Design udp_rx_dispatcher_flat, sky130hd; sources not shown.
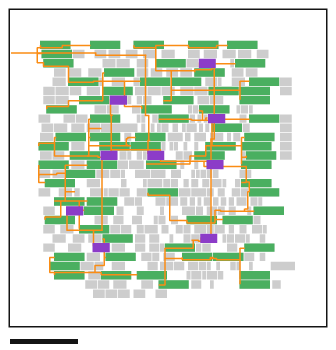
Fig. 1. Clock network drawn from the DEF.
Scale bar: 20 um.
[green] flip-flops | count: 71
[purple] clock drivers | count: 9
[orange] clock wires | length: 834 um
flops lie: spread over the die
routed clock nets: 10
P_clk: 0.000459 W
latest clock arrival within the worst-skew pair: 0.34 ns

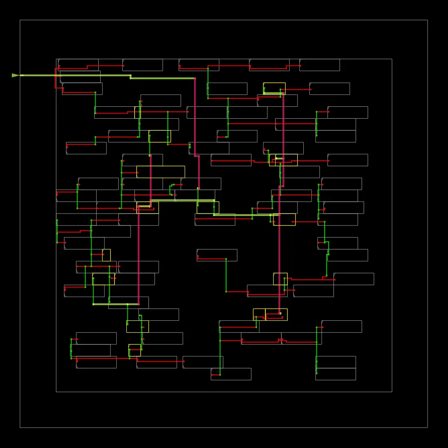
Fig. 2. Clock routing.
clock buffers: 11
Num CTS Buffers: 9
Flops: 71
TritonCTS Sinks: 71

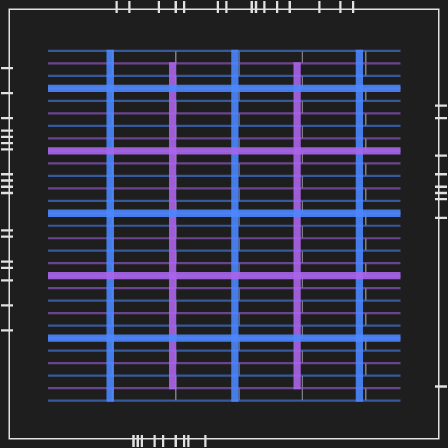
Fig. 3. Supply network.
Pins as bars on the die edge. Tap cells in gray.
| color | net |
|---|---|
| blue | VSS |
| purple | VDD |
met4 straps: 5
met5 straps: 5
met1 rails: 29
tap cells: 75
Max VDD drop: 0.283 mV
die width: 93.2 um
DIE HEIGHT: 93.2 um
core box area: 0.00585 mm2

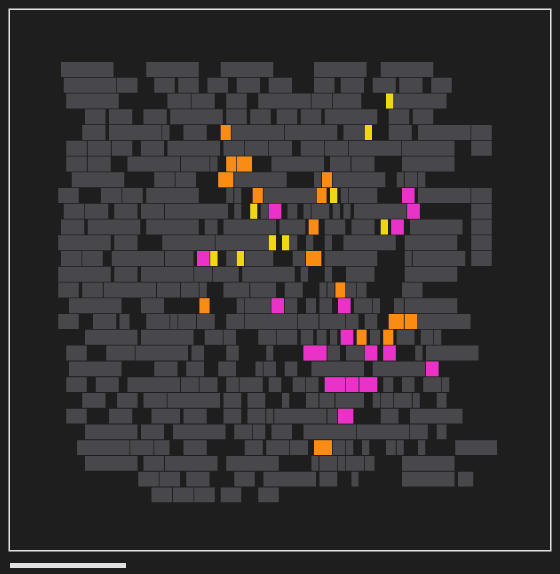
Fig. 4. Gate families picked out.
Scale bar: 20 um.
| color | family | cells |
|---|---|---|
| magenta | AND and OR gates | 16 |
| yellow | inverters | 9 |
| orange | inverting AOI/OAI gates | 16 |
most used logic cell in the final layout: dfrtp_1
Post-Layout Cell Count: 418
Comb/total area: 0.346

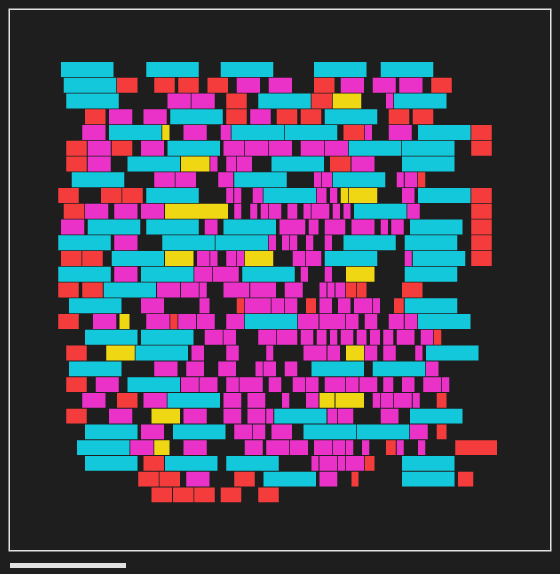
Fig. 5. Cells colored by class.
Scale bar: 20 um.
| color | class | cells | share of their area |
|---|---|---|---|
| yellow | clock drivers and dummy loads | 16 | 4.8% |
| red | other buffers and delay cells | 64 | 14% |
| magenta | combinational and other logic | 192 | 36% |
| cyan | flops | 71 | 45% |
row count: 28
Final Util: 0.698
design area: 0.00408 mm2
flop share of the area: 0.435

==> flow_metrics.py <==
# Synthesis and PnR figures
metrics = {
    "place": {
        "place_ws_ns": 2.00,
    },
    "clock_network": {
        "postCtsHoldBufs": 0,
        "clk_path_buf_depth": 2,
    },
    "sta": {
        "fmax_mhz": 398,
        "timing.slew.headroom": 0.620,
        "min_period_ns": 2.51,
    },
    "yosys": {
        "yosysMostFrequentCell": "dfrtp_1",
        "top_area_cell": "dfrtp_1",
        "area_leaders": "dfrtp_1 54%, mux2_2 15%, xnor2_1 5.3%",
        "yosysWarnings": 0,
        "synth_area_mm2": 0.00328,
        "common_cells": "71 x dfrtp_1, 43 x mux2_2, 20 x nor2_1, 20 x xnor2_1",
        "synth-async-reset-ratio": 1.00,
        "synthSimpleGateAreaFrac": 0.151,
        "ys_sh_aoi": 0.0347,
        "syn_avg_cell_area_um2": 11.9,
    },
    "worst_setup_path": {
        "crit_cells": 6,
        "critPathCaptureType": "flop",
    },
    "global_route": {
        "grt_use_met2": 0.237,
        "grt_overflow_total": 0,
        "grt_max_degree": 42,
        "antenna_found_initial": 0,
        "top_usage_layer": "met2",
    },
    "cells_and_area": {
        "area_share_nonclk_buffers": 0.141,
        "logic_area_mm2": 0.00141,
        "drive_gt1_frac": 0.219,
        "largest_cell_class": "flip-flops and latches",
        "antenna_cells": 0,
    },
    "route": {
        "via_count": 2294,
        "drc_errors": 0,
        "wl_met2_um": 3020,
    },
    "job": {
        "warnings": 29,
    },
    "power": {
        "swShare": 0.294,
        "powerDensity_mw_per_mm2": 406,
    },
    "run_status": {
        "status": "finished clean",
    },
}
Power figures rest on the tool's default switching activity, not on a simulated workload.
